Run 1, close-up of the layout:
Region (12, 12) to (32, 32) um. Cells in grey, sequential cells in the stronger grey; small squares are vias.
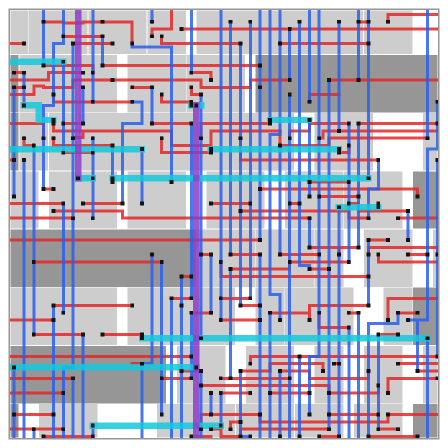
Run 1, M1 wires:
Scale: 8 px per um.
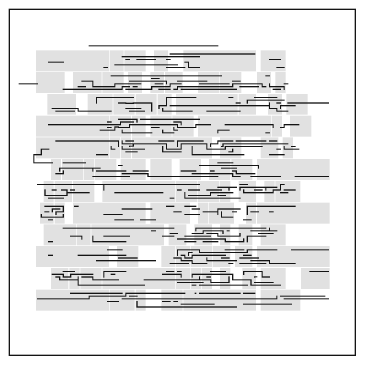
Run 1, M2 wires:
Scale: 12 px per um.
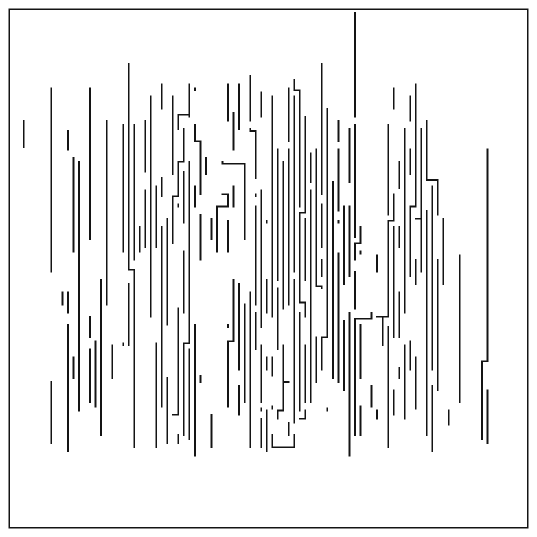
Run 1, M3 wires:
Scale: 6 px per um.
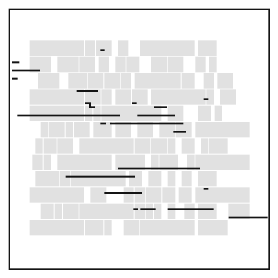
**config.mk**
```make
export PLATFORM = sky130hd
export DESIGN_NAME = chk_timeout_ctr
export DESIGN_NICKNAME = d
export VERILOG_FILES = /design/src/rtl/mem_write_checker_timeout_ctr.sv
export SDC_FILE = /design/constraint.sdc
export NUM_CORES = 1
export LEC_CHECK = 0
export CAP_MARGIN = 20
export CORE_MARGIN = 3
export CORE_UTILIZATION = 55
export DETAILED_ROUTE_END_ITERATION = 10
export PLACE_DENSITY = 0.75
export SYNTH_ARGS = -nofsm -noshare
export SYNTH_HDL_FRONTEND = slang
export SYNTH_SLANG_ARGS = --single-unit
```
**constraint.sdc**
```tcl
create_clock -name clk -period 2.1 [get_ports clk]
set_input_delay 0.42 -clock clk [delete_from_list [all_inputs] [get_ports clk]]
set_output_delay 0.42 -clock clk [all_outputs]
set_load 0.02 [all_outputs]
```
**src/rtl/mem_write_checker_timeout_ctr.sv**
```systemverilog
// Clear/enable cycle counter with a terminal-count flag.
// A terminal count of 0 disables the flag entirely.
module chk_timeout_ctr #(
  parameter int TC = 10000,
  parameter int W  = (TC > 1) ? $clog2(TC) : 1
) (
  input  logic clk,
  input  logic rst,
  input  logic clr,
  input  logic en,
  output logic tc
);

  localparam logic [W-1:0] TCM = W'((TC > 0) ? TC - 1 : 0);
  localparam bit ON = (TC > 0);

  logic [W-1:0] cnt;
  logic         hit;

  assign hit = (cnt == TCM);
  assign tc  = ON & hit;

  // Count RUN cycles, holding once the terminal count is reached.
  always_ff @(posedge clk or negedge rst) begin
    if (!rst) begin
      cnt <= '0;
    end else if (clr) begin
      cnt <= '0;
    end else if (en && !hit) begin
      cnt <= cnt + W'(1);
    end
  end

endmodule

```
==> results.txt, run 1 <==
run results: outcome complete, but fails checks, failing checks setup timing, Fillers roughly 67, startpoint types flip-flop, TritonCTS Sinks 14, First-pass DRT Iterations 4, tool warnings 28, top cells, area dfrtp_1 (46%), nor2_1 (6.0%), xor2_1 (4.6%), WP data arrival ~1700 ps, Async SR Flop Fraction 100%, Avg Synthesized Cell Area between 9 and 10 um2, Tcrit/Tclk final 100%, crit end category output pin, Detailed Place HPWL 1.39 mm, area of the core 1200 um2, Layout area overhead 30.6%, largest register by flop count cnt, number of global-route vias before repair 739, Routed Antenna Nets 0, I/O pin count 5, die area 1860 um2, Final Power roughly 0.00048 W, CTS tree done, post-synthesis sequential area ratio 46.4%, Total GRT Usage about a quarter, EDFF count, synth 0, top flop regs cnt (14), pwr dens slightly below 500 nW/um2, routed vias/inst between 6 and 7, Worst R2R Setup Slack between 150 and 200 ps, count leader, synth dfrtp_1, min setup slack post-route -8.20 ps, final-report setup violation count 1, Slew Limit Fails 0, top cells by count dfrtp_1 (14), nor2_1 (12), nand2_1 (6), nand3_1 (6), Latency at later pin 270 ps, CP Data Required Time ~1700 ps, Max Clk Rate 474 MHz, RePlAce Congestion 0.861, diodes inserted 0, global-route wire length before repair 3.39 mm, row cnt 12, largest net degree at the start of global routing 15, Slew @ Worst Pin approximately 650 ps, Critical Setup Path Class flip-flop to output pin, Max VDD drop 0.564 mV, class of the worst hold path input pin to async pin, clock root buffer clkbuf_4, hold-fix buffers at CTS 0, Ys Warns 0
-- 'close-up of the layout' (at the start) --
Key: purple = met4; blue = met2; cyan = met3; red = met1
40 logic cells have their middle in the window. Most frequent: buf_4 (9). Sequential cells in the window: 3. Netlist names of flops here include `cnt` (3).

-- 'M1 wires' (at the start) --
The wires run mostly horizontal. The longest straight run is 20.2 um. The layer holds 41% of the routed length. 100 nets have wire on it. The layer carries 839 um of wire.
WL final: 2.03 mm
met1 usage: 31.0%
vias: 706

-- 'M2 wires' (at the start) --
96 nets have wire on it. The layer carries 1040 um of wire. The longest straight run is 20.7 um. The wires run mostly vertical.

-- 'M3 wires' (at the start) --
The layer carries 98.0 um of wire. 17 nets have wire on it. The longest straight run is 16.8 um. The wires run mostly horizontal.

run 1: worst paths after layout:
kind / depth (start not counted) / to / from
max: 3 / tc / cnt[7]$_DFFE_PN0P_
min: 1 / cnt[5]$_DFFE_PN0P_ / rst
max reg2reg: 5 / cnt[1]$_DFFE_PN0P_ / cnt[7]$_DFFE_PN0P_
min reg2reg: 2 / cnt[10]$_DFFE_PN0P_ / cnt[10]$_DFFE_PN0P_
max in group asynchronous: 1 / cnt[8]$_DFFE_PN0P_ / rst
min in group clk: 2 / cnt[10]$_DFFE_PN0P_ / cnt[10]$_DFFE_PN0P_
run 1: worst max-delay path, stage by stage, from the launching register on:
cell and delay (ps):
dfrtp_1 390, or4b_4 560, nor4_4 280, buf_4 180
run 1: power by group:
part	internal (W)	total (W)	switching, W	leakage, nW
clock	0.0000663	0.000156	0.0000896	0.0138
sequential	0.000273	0.000278	0.00000467	0.194
combinational	0.0000255	0.0000502	0.0000247	0.241
total	0.000365	0.000484	0.000119	0.449
run 1: layer usage:
layer | GRT usage [%] | part of all wire [%] | vias to the layer above
met5 | 0 | 0 | -
met4 | 10.8 | 2.6 | 0
met3 | 5.08 | 4.8 | 9
met2 | 40.1 | 51 | 33
met1 | 31.0 | 41 | 339
li1 | - | - | 325
run 1: metrics by stage:
| stage | hold WS (ps) | area [um2] | TNS (ps) | instances |
|---|---|---|---|---|
| floorplan | 124 | 756 | 0 | 76 |
| global placement | 542 | 943 | -153 | 111 |
| detailed placement | 538 | 943 | -163 | 111 |
| CTS | 544 | 967 | -4.72 | 114 |
| global route | 562 | 987 | -70.1 | 115 |
| finish | 535 | 987 | -8.20 | 115 |
run 1: layout make-up:
cell class	instances	area (um2)	share of cell area, %
timing repair buffer	23	180	18.3
sequential	14	350	35.5
clock buffer	3	22.5	2.28
multi-input combinational	60	413	41.8
tap	14	17.5	1.77
inverter	1	3.75	0.380
run 1: cells in the final DEF, fill, tap and decap left out:
cell	count
nor4_1	3
nand2_1	6
clkbuf_4	3
nor4_4	1
or3_2	1
or3_1	2
a21oi_1	3
nand2b_1	1
buf_4	20
and4_1	1
mux2i_1	1
xor2_1	4
nor2b_1	1
dfrtp_1	14
o21ai_0	2
ha_4	1
inv_1	1
nor2_1	12
or4_1	1
mux2_2	1
or4b_4	2
clkdlybuf4s50_1	3
nand4_1	3
nor3_1	4
o41ai_4	1
nand3_1	6
xnor2_1	3
run 1: repair_timing:
| action | CTS | global route |
|---|---|---|
| hold endpoints to repair | 0 | 0 |
| pin swaps | 1 | 0 |
| resized | 6 | 2 |
| endpoints found under the setup margin | 1 | 1 |
| setup buffers | 0 | 1 |
run 1: cells by family after synthesis:
group                      Yosys count  synth area share, %
muxes                                2                 2.81
buffers and inverters                2                 1.16
adders and majority gates            1                 1.66
and+or+nand+nor                     44                 32.9
xor gates and xnor gates             7                 8.11
DFF                                 14                 46.4
AOI/OAI and AO/OA                    6                 6.95
==> inputs of run 2 (changes only) <==
Settings changed: CTS_BUF_LIST from default to sky130_fd_sc_hd__clkbuf_4 sky130_fd_sc_hd__clkbuf_8 sky130_fd_sc_hd__clkbuf_16.
Run 2, M2 wires:
Scale: 12 px per um.
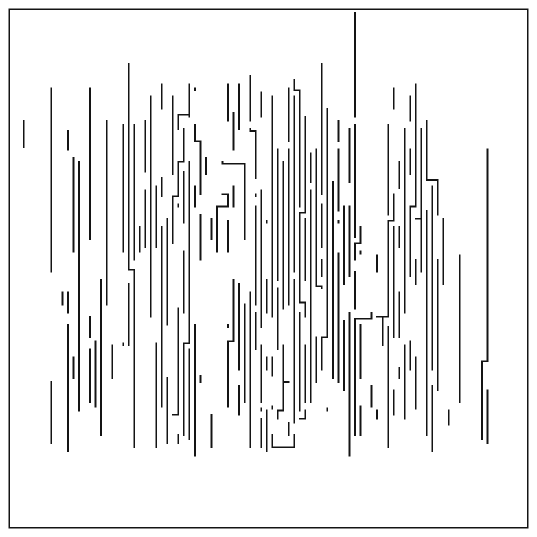
The longest straight run is 20.7 um. The wires run mostly vertical. The layer carries 1040 um of wire. The layer holds 51% of the routed length. 96 nets have wire on it.

Run 2, M3 wires:
Scale: 6 px per um.
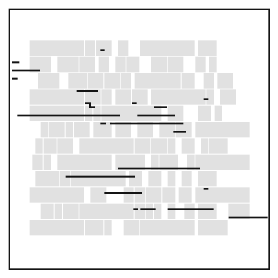
met3 Use GR: 5.08%

==> run 2 against run 1 <==
  * The flow still finishes with violations (setup timing)
  * Clock skew unchanged
  * Design area unchanged
  * Hold slack unchanged
  * Via count unchanged
  * Critical path type unchanged
  * Critical endpoint unchanged
  * Largest cell class unchanged
  * Highest routed layer unchanged
==> results.txt, run 2 <==
run results: final-report setup violation count 1 (unchanged), Max Clk Rate 474 MHz (unchanged), largest net degree at the start of global routing 15 (unchanged), count leader, synth dfrtp_1, tool warnings 28 (unchanged), RePlAce Congestion 0.861 (unchanged), Final Non-Filler Cells 115 (unchanged), highest routed layer met4, CP max stage cell or4b_4, Detailed Place HPWL 1.39 mm (unchanged), combinational share of power 10.4% (about the same), outcome complete, but fails checks, WL final 2.03 mm (unchanged), Post-Place Cells 111 (unchanged), metal2 WL 1.04 mm (unchanged), startpoint types flip-flop, class of the worst hold path input pin to async pin, min setup slack post-route -8.20 ps (unchanged), clock root buffer clkbuf_4, Avg Synthesized Cell Area 9.94 um2 (unchanged), routed vias/inst 6.14 (unchanged), TritonCTS Sinks 14 (unchanged), row cnt 12 (unchanged), failing checks setup timing, top cells by count dfrtp_1 (14), nor2_1 (12), nand2_1 (6), nand3_1 (6), Critical Setup Path Class flip-flop to output pin
-- run 2: cell families after synthesis --
| group | Yosys count | share of synthesized area (%) |
|---|---|---|
| flip-flops | 14 | 46.4 |
| buffers and inverters | 2 | 1.16 |
| AND-OR/OR-AND | 6 | 6.95 |
| multiplexers | 2 | 2.81 |
| XOR/XNOR | 7 | 8.11 |
| AND/OR/NAND/NOR | 44 | 32.9 |
| adder cells (fa/ha/maj) | 1 | 1.66 |
-- run 2: power by group through the flow --
stage,registers (W),logic (W),clock network (W)
finish,0.000278,0.0000502,0.000156
global route,0.000279,0.0000549,0.000167
CTS,0.000276,0.0000448,0.000155
detailed placement,0.000281,0.0000436,0
global placement,0.000281,0.0000421,0
floorplan,0.000282,0.0000156,0
-- run 2: cell type report --
type,count,area [um2]
fill,67,214
tap,14,17.5
clock buffer,3,22.5
sequential,14,350
timing repair buffer,23,180
inverter,1,3.75
multi-input combinational,60,413
-- run 2: metrics by stage --
stage / setup slack, ps / hold slack (ps)
6_report: -8.20 / 535
4_1_cts: -4.72 / 544
5_1_grt: -70.1 / 562
3_5_place_dp: -163 / 538
2_1_floorplan: 220 / 124
3_3_place_gp: -153 / 542
-- run 2: critical path: cells and delay by family, from the launching register on --
kind	cells	cell delay, ps
buffers and inverters	1	180
DFF	1	390
and+or+nand+nor	2	840
-- run 2: repair_timing --
action	CTS	global route
buffers inserted	0	1
gates resized	6	2
hold buffers	0	0
pin swaps	1	0
endpoints found under the setup margin	1	1
-- run 2: per-layer routing --
layer	track usage, %	up-vias
met1	31.0	339
met3	5.08	9
met4	10.8	0
met5	0	-
met2	40.1	33
li1	-	325
-- run 2: final timing paths --
path | startpoint | endpoint | slack (ps) | cells past startpoint
max reg2reg | cnt[7]$_DFFE_PN0P_ | cnt[1]$_DFFE_PN0P_ | 190 | 5
max | cnt[7]$_DFFE_PN0P_ | tc | -8 | 3
min in group clk | cnt[10]$_DFFE_PN0P_ | cnt[10]$_DFFE_PN0P_ | 570 | 2
max in group asynchronous | rst | cnt[8]$_DFFE_PN0P_ | 1150 | 1
min | rst | cnt[5]$_DFFE_PN0P_ | 540 | 1
min reg2reg | cnt[10]$_DFFE_PN0P_ | cnt[10]$_DFFE_PN0P_ | 570 | 2
No activity file was given, so power comes from the tool's default toggle rates.
